## src/rtl/mem_burst_arbiter_if.sv

```systemverilog
// Bus bundle shared by the two cache requesters, the burst arbiter and main memory.
// slave is the arbiter's view; master is the cache/memory environment driving it.
interface mem_burst_arbiter_if #(
    parameter int ADDR_W = 10,
    parameter int DATA_W = 32
);
    logic              m0_req;
    logic              m0_rw;
    logic [ADDR_W-1:0] m0_addr;
    logic [DATA_W-1:0] m0_wdata;
    logic              m0_gnt;
    logic [1:0]        m0_beat;
    logic              m0_rvalid;
    logic              m0_done;

    logic              m1_req;
    logic              m1_rw;
    logic [ADDR_W-1:0] m1_addr;
    logic [DATA_W-1:0] m1_wdata;
    logic              m1_gnt;
    logic [1:0]        m1_beat;
    logic              m1_rvalid;
    logic              m1_done;

    logic [DATA_W-1:0] rdata;

    logic              mem_en;
    logic              mem_rw;
    logic [ADDR_W-1:0] mem_addr;
    logic [DATA_W-1:0] mem_wdata;
    logic              mem_done;
    logic [DATA_W-1:0] mem_rdata;

    modport slave (
        input  m0_req, m0_rw, m0_addr, m0_wdata,
        input  m1_req, m1_rw, m1_addr, m1_wdata,
        input  mem_done, mem_rdata,
        output m0_gnt, m0_beat, m0_rvalid, m0_done,
        output m1_gnt, m1_beat, m1_rvalid, m1_done,
        output rdata, mem_en, mem_rw, mem_addr, mem_wdata
    );

    modport master (
        output m0_req, m0_rw, m0_addr, m0_wdata,
        output m1_req, m1_rw, m1_addr, m1_wdata,
        output mem_done, mem_rdata,
        input  m0_gnt, m0_beat, m0_rvalid, m0_done,
        input  m1_gnt, m1_beat, m1_rvalid, m1_done,
        input  rdata, mem_en, mem_rw, mem_addr, mem_wdata
    );
endinterface

```

## src/rtl/mem_burst_arbiter.sv

```systemverilog
// Shares one memory port between the D-cache (port 0) and I-cache (port 1) as 4-word bursts.
// Define MEM_ARB_RR_EN for round-robin tie-breaking; otherwise port 0 has fixed priority.
module mem_burst_arbiter #(
    parameter int ADDR_W = 10,
    parameter int DATA_W = 32
) (
    input  logic               clk,
    input  logic               reset,
    mem_burst_arbiter_if.slave bus
);

    localparam logic [1:0] IDLE   = 2'd0;
    localparam logic [1:0] BURST  = 2'd1;
    localparam logic [1:0] FINISH = 2'd2;

    logic [1:0]        state;
    logic              winner;
    logic              burst_rw;
    logic [ADDR_W-5:0] base_hi;
    logic [1:0]        beat;
    logic              rvalid;
    logic [DATA_W-1:0] rdata;

    logic              any_req;
    logic              pick;
    logic [ADDR_W-1:0] pick_addr;
    logic              in_burst;
    logic              beat_done;
    logic              gnt0;
    logic              gnt1;

    assign any_req   = bus.m0_req | bus.m1_req;
    assign pick_addr = pick ? bus.m1_addr : bus.m0_addr;
    assign in_burst  = (state == BURST);
    assign beat_done = in_burst & bus.mem_done;

`ifdef MEM_ARB_RR_EN
    logic last_winner;

    // On a tie the port that did not win last time gets the bus.
    assign pick = (bus.m0_req & bus.m1_req) ? ~last_winner : bus.m1_req;

    always_ff @(posedge clk) begin
        if (reset) begin
            last_winner <= 1'b1;
        end else if (state == IDLE && any_req) begin
            last_winner <= pick;
        end
    end
`else
    assign pick = ~bus.m0_req;
`endif

    always_ff @(posedge clk) begin
        if (reset) begin
            state    <= IDLE;
            winner   <= 1'b0;
            burst_rw <= 1'b0;
            base_hi  <= '0;
            beat     <= 2'd0;
            rvalid   <= 1'b0;
            rdata    <= '0;
        end else begin
            rvalid <= beat_done & ~burst_rw;
            case (state)
                IDLE: begin
                    if (any_req) begin
                        winner   <= pick;
                        burst_rw <= pick ? bus.m1_rw : bus.m0_rw;
                        base_hi  <= pick_addr[ADDR_W-1:4];
                        beat     <= 2'd0;
                        state    <= BURST;
                    end
                end
                BURST: begin
                    if (bus.mem_done) begin
                        // Beat 3 completing also leaves BURST, so the counter is back at 0 for the next grant.
                        beat <= beat + 2'd1;
                        if (!burst_rw) begin
                            rdata <= bus.mem_rdata;
                        end
                        if (beat == 2'd3) begin
                            state <= FINISH;
                        end
                    end
                end
                FINISH:  state <= IDLE;
                default: state <= IDLE;
            endcase
        end
    end

    assign gnt0 = in_burst & ~winner;
    assign gnt1 = in_burst & winner;

    assign bus.m0_gnt    = gnt0;
    assign bus.m1_gnt    = gnt1;
    assign bus.m0_beat   = gnt0 ? beat : 2'd0;
    assign bus.m1_beat   = gnt1 ? beat : 2'd0;
    assign bus.m0_rvalid = rvalid & ~winner;
    assign bus.m1_rvalid = rvalid & winner;
    assign bus.m0_done   = (state == FINISH) & ~winner;
    assign bus.m1_done   = (state == FINISH) & winner;
    assign bus.rdata     = rdata;

    // The base has its low nibble cleared, so base + 4*beat is a plain concatenation.
    assign bus.mem_en    = in_burst;
    assign bus.mem_rw    = in_burst & burst_rw;
    assign bus.mem_addr  = in_burst ? {base_hi, beat, 2'b00} : '0;
    assign bus.mem_wdata = winner ? bus.m1_wdata : bus.m0_wdata;

endmodule

```

## src/flat_wrapper.sv

```systemverilog
// flat-port wrapper written by rule: the top's interface ports become plain ports
module mem_burst_arbiter_flat 
#(
    parameter int ADDR_W = 10,
    parameter int DATA_W = 32
)
  (clk, reset, bus_m0_req, bus_m0_rw, bus_m0_addr, bus_m0_wdata, bus_m1_req, bus_m1_rw, bus_m1_addr, bus_m1_wdata, bus_mem_done, bus_mem_rdata, bus_m0_gnt, bus_m0_beat, bus_m0_rvalid, bus_m0_done, bus_m1_gnt, bus_m1_beat, bus_m1_rvalid, bus_m1_done, bus_rdata, bus_mem_en, bus_mem_rw, bus_mem_addr, bus_mem_wdata);
  mem_burst_arbiter_if #(.ADDR_W(ADDR_W), .DATA_W(DATA_W)) bus_i ();
  input  logic clk;
  input  logic reset;
  input wire logic [$bits(bus_i.m0_req)-1:0] bus_m0_req;
  input wire logic [$bits(bus_i.m0_rw)-1:0] bus_m0_rw;
  input wire logic [$bits(bus_i.m0_addr)-1:0] bus_m0_addr;
  input wire logic [$bits(bus_i.m0_wdata)-1:0] bus_m0_wdata;
  input wire logic [$bits(bus_i.m1_req)-1:0] bus_m1_req;
  input wire logic [$bits(bus_i.m1_rw)-1:0] bus_m1_rw;
  input wire logic [$bits(bus_i.m1_addr)-1:0] bus_m1_addr;
  input wire logic [$bits(bus_i.m1_wdata)-1:0] bus_m1_wdata;
  input wire logic [$bits(bus_i.mem_done)-1:0] bus_mem_done;
  input wire logic [$bits(bus_i.mem_rdata)-1:0] bus_mem_rdata;
  output wire logic [$bits(bus_i.m0_gnt)-1:0] bus_m0_gnt;
  output wire logic [$bits(bus_i.m0_beat)-1:0] bus_m0_beat;
  output wire logic [$bits(bus_i.m0_rvalid)-1:0] bus_m0_rvalid;
  output wire logic [$bits(bus_i.m0_done)-1:0] bus_m0_done;
  output wire logic [$bits(bus_i.m1_gnt)-1:0] bus_m1_gnt;
  output wire logic [$bits(bus_i.m1_beat)-1:0] bus_m1_beat;
  output wire logic [$bits(bus_i.m1_rvalid)-1:0] bus_m1_rvalid;
  output wire logic [$bits(bus_i.m1_done)-1:0] bus_m1_done;
  output wire logic [$bits(bus_i.rdata)-1:0] bus_rdata;
  output wire logic [$bits(bus_i.mem_en)-1:0] bus_mem_en;
  output wire logic [$bits(bus_i.mem_rw)-1:0] bus_mem_rw;
  output wire logic [$bits(bus_i.mem_addr)-1:0] bus_mem_addr;
  output wire logic [$bits(bus_i.mem_wdata)-1:0] bus_mem_wdata;
  assign bus_i.m0_req = bus_m0_req;
  assign bus_i.m0_rw = bus_m0_rw;
  assign bus_i.m0_addr = bus_m0_addr;
  assign bus_i.m0_wdata = bus_m0_wdata;
  assign bus_i.m1_req = bus_m1_req;
  assign bus_i.m1_rw = bus_m1_rw;
  assign bus_i.m1_addr = bus_m1_addr;
  assign bus_i.m1_wdata = bus_m1_wdata;
  assign bus_i.mem_done = bus_mem_done;
  assign bus_i.mem_rdata = bus_mem_rdata;
  assign bus_m0_gnt = bus_i.m0_gnt;
  assign bus_m0_beat = bus_i.m0_beat;
  assign bus_m0_rvalid = bus_i.m0_rvalid;
  assign bus_m0_done = bus_i.m0_done;
  assign bus_m1_gnt = bus_i.m1_gnt;
  assign bus_m1_beat = bus_i.m1_beat;
  assign bus_m1_rvalid = bus_i.m1_rvalid;
  assign bus_m1_done = bus_i.m1_done;
  assign bus_rdata = bus_i.rdata;
  assign bus_mem_en = bus_i.mem_en;
  assign bus_mem_rw = bus_i.mem_rw;
  assign bus_mem_addr = bus_i.mem_addr;
  assign bus_mem_wdata = bus_i.mem_wdata;
  mem_burst_arbiter #(.ADDR_W(ADDR_W), .DATA_W(DATA_W)) u_core (.clk(clk), .reset(reset), .bus(bus_i));
endmodule
```

## config.mk

```make
export PLATFORM = sky130hd
export DESIGN_NAME = mem_burst_arbiter_flat
export DESIGN_NICKNAME = d
export VERILOG_FILES = /design/src/rtl/mem_burst_arbiter_if.sv /design/src/rtl/mem_burst_arbiter.sv /design/src/flat_wrapper.sv
export SDC_FILE = /design/constraint.sdc
export NUM_CORES = 1
export LEC_CHECK = 0
export CELL_PAD_IN_SITES_DETAIL_PLACEMENT = 0
export CELL_PAD_IN_SITES_GLOBAL_PLACEMENT = 1
export CORE_MARGIN = 1
export CORE_UTILIZATION = 20
export DETAILED_ROUTE_END_ITERATION = 8
export PLACE_DENSITY_LB_ADDON = 0.2
export SYNTH_ARGS = -nofsm -noshare
export SYNTH_HDL_FRONTEND = slang
export SYNTH_SLANG_ARGS = --single-unit
```

## constraint.sdc

```tcl
create_clock -name clk -period 1.57 [get_ports clk]
set_input_delay 0.2355 -clock clk [delete_from_list [all_inputs] [get_ports clk]]
set_output_delay 0.2355 -clock clk [all_outputs]
set_load 0.01 [all_outputs]
```

clocks.png
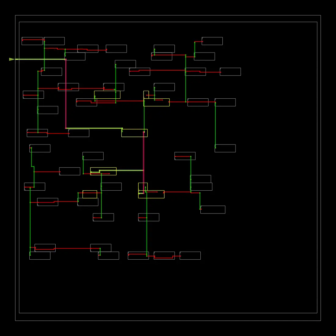
clock buffer count: 6
Power Clock: 1070 µW
flop count: 45
# clock sinks: 45

==> deck_impl_summary.md <==
Run Summary

Setup path
  • Req. time, crit path: roughly 1.3 ns
  • R2R depth: 4
  • Critical path class: reg2out
  • Worst reg2reg endpoint: u_core.burst_rw
  • Crit path cell chain: buf_12 > buf_12 > mux2_4 > buf_6
  • Critical path arrival: roughly 1.4 ns
  • Setup slack, reg-to-reg: around 0.28 ns
  • CP Depth: 4
  • Crit-path max FO: 4
  • Family with the most delay on the worst path: flip-flops
  • CP startpoint: u_core.winner
  • Worst setup EP type: output port
  • Reg-to-Reg Start: u_core.state[0]
  • Most frequent CP cell: buf_12
  • Crit path to: bus_mem_wdata[8]
  • Buffers & Inverters on Critical Path: 3
  • Startpoint Class: flip-flop
  • Worst path slowest cell: dfxtp_4
  • CP max stage delay: a little over 0.4 ns

Placement
  • Placed cell areas: approximately 0.0044 mm²
  • Number of instances in the placed design: about 600
  • HPWL after detailed placement: 6.46 mm
  • GP Congestion: around 0.7
  • Place WS: -0.136 ns

Logic synthesis
  • Syn avg cell area: approximately 8.7 µm²
  • Mux share: roughly a fifth
  • Ys flops: between 40 and 50
  • Chip Area, Yosys: between 0.002 and 0.0025 mm²
  • Synth Area in XOR/XNOR: 0%
  • Dominant cell area share: around two fifths
  • Mapped Cells: 261
  • Yosys cell count: 261
  • Synth top cell by count: nand2_1
  • Netlist cell types: 29
  • Biggest area cells: dfxtp_1, mux2_2, nand2_1, a21oi_1, mux2i_1
  • Synth top cells by count: nand2_1, dfxtp_1, a21oi_1
  • Ys Warns: 0
  • Seq/Total Area, Yosys: about two fifths
  • Post-Syn Area: between 0.002 and 0.0025 mm²
  • Yosys aoi share: 13.0%
  • Ys flop type: dfxtp_1
  • Number of flops mapped to enable cells by yosys: 0
  • Post-synth top area cell: dfxtp_1
  • Yosys simple share: roughly a fifth
  • Ys async rst share: 0%
  • Adder Area Share: less than 1%

Worst hold path
  • Min-delay worst type: reg2reg
  • Hold path startpoint: u_core.bus.rdata[21]
  • Hold Path Stages: 2
  • Hold Crit Endpoint: u_core.bus.rdata[21]

Final layout
  • Signal buffers: around 220
  • Area grow syn2layout: 107%
  • Layout fillers: between 1,000 and 1,500
  • Final non-filler cell total: between 600 and 700
  • Invs w/o clock: 0
  • Mi-comb count: about 190
  • Share of cells above drive strength 1: between 20% and 30%
  • Combinational Area: around 0.0013 mm²
  • Util after Layout: 42.8%
  • Top reg by flops: u_core.bus.rdata
  • Clock-cell share: under 10%
  • Max reg flops: 32
  • Non-clock buffering overhead: between 40% and 50%
  • Top cell category: non-clock buffers
  • Design area: between 0.004 and 0.005 mm²
  • Sequential portion of the cell area: 19.3%
  • Storage cell area: ~910 µm²
  • Largest registers: u_core.bus.rdata (32), u_core.base_hi (6)
  • Top cell excl fill/tap: clkdlybuf4s50_1
  • Fraction of area in multi-input gates: between 20% and 30%
  • Antenna Cells: 0

Die
  • Die height: 108 µm
  • Initial Util: roughly 21%
  • IO Count: 209
  • Row count: 38
  • Core ar.: between 0.01 and 0.015 mm²
  • Taps Inserted: roughly 140
  • DIE AREA: between 0.01 and 0.015 mm²
  • Die width: around 110 µm

Pwr
  • Comb pwr: 1050 µW
  • Logic pwr share: 31.2%
  • Peak supply drop: 0.377 mV
  • Sw Pwr: 856 µW
  • Power after layout: 3360 µW
  • Max power group: registers
  • Internal Power: 2500 µW
  • Leak: roughly 0.0019 µW
  • Pwr per Cell Area: ~720 mW/mm²
  • Sw Share: between 20 and 30%
  • Part of the power in the clock network: 32.0%
  • Sequential share of power: between 30% and 40%

CTS
  • Hold buffers post-CTS: 0
  • Number of setup buffers added after CTS: 9
  • Num CTS Buffers: 5
  • TritonCTS clock tree: done
  • Clk buf depth: 2
  • Root buffer cell: clkbuf_16
  • Late-Pin Clk Latency: ~0.28 ns
  • Reg clk slew, reported paths: around 0.07 ns
  • H-tree depth: 2
  • PostCTS Resize Cnt: 231

Timing
  • Worst slew pin tran: between 0.5 and 0.6 ns
  • Max Clk Rate: between 0.6 and 0.7 GHz
  • Final Max Tran Viols: 0
  • Crit share post-route: 101%
  • Setup tns final: -0.114 ns
  • Worst hold slack: between 0.4 and 0.5 ns
  • Final min period: 1.59 ns
  • Rel. slew slack: between 60% and 70%
  • Min setup slack post-route: -0.0192 ns
  • Final setup viols: 8
  • Final Hold Fails: 0
  • Worst Skew: around 0.0077 ns

Detailed routing
  • Detail Route Antenna Nets: 0
  • Routed length on met1: 3.53 mm
  • Met3 routed WL: ~1 mm
  • Routed wl met2: between 4 and 5 mm
  • Wirelength, routed: between 8 and 9 mm
  • DR top layer: met4
  • Avg WL per Cell: 14.6 µm
  • 1st-iter DRT viols: 58
  • Via count: between 2,000 and 3,000
  • Drt via density: about 4.2

Status
  • Failing checks: setup timing
  • Status: finished with violations

Global route
  • Initial antenna violation count: 0
  • GRT met3 Usage: approximately 5.1%
  • Largest net degree at the start of global routing: approximately 46
  • Overflow after GRT: 0
  • Tot GR Track Use: 14.3%
  • M1 GR Usage: 15.5%
  • Vias in the first global route: ~2,600
  • Met2 Track Usage GR: a little over a quarter
  • Top Usage Layer GRT: met2

Flow run
  • Max Cap Viol: 0
  • Tool Warnings: 36
cell_density.png
Scale: 3 px per µm. The die is cut into 11 by 11 equal tiles; white is low, dark blue is high, 0 to 100% covered.
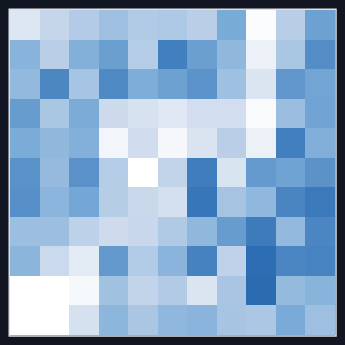
mean over tiles	38%
densest ninth of the die	lower right
tiles over 75% full	1.7%
fullest tile	76%

No activity file was given, so power comes from the tool's default toggle rates.
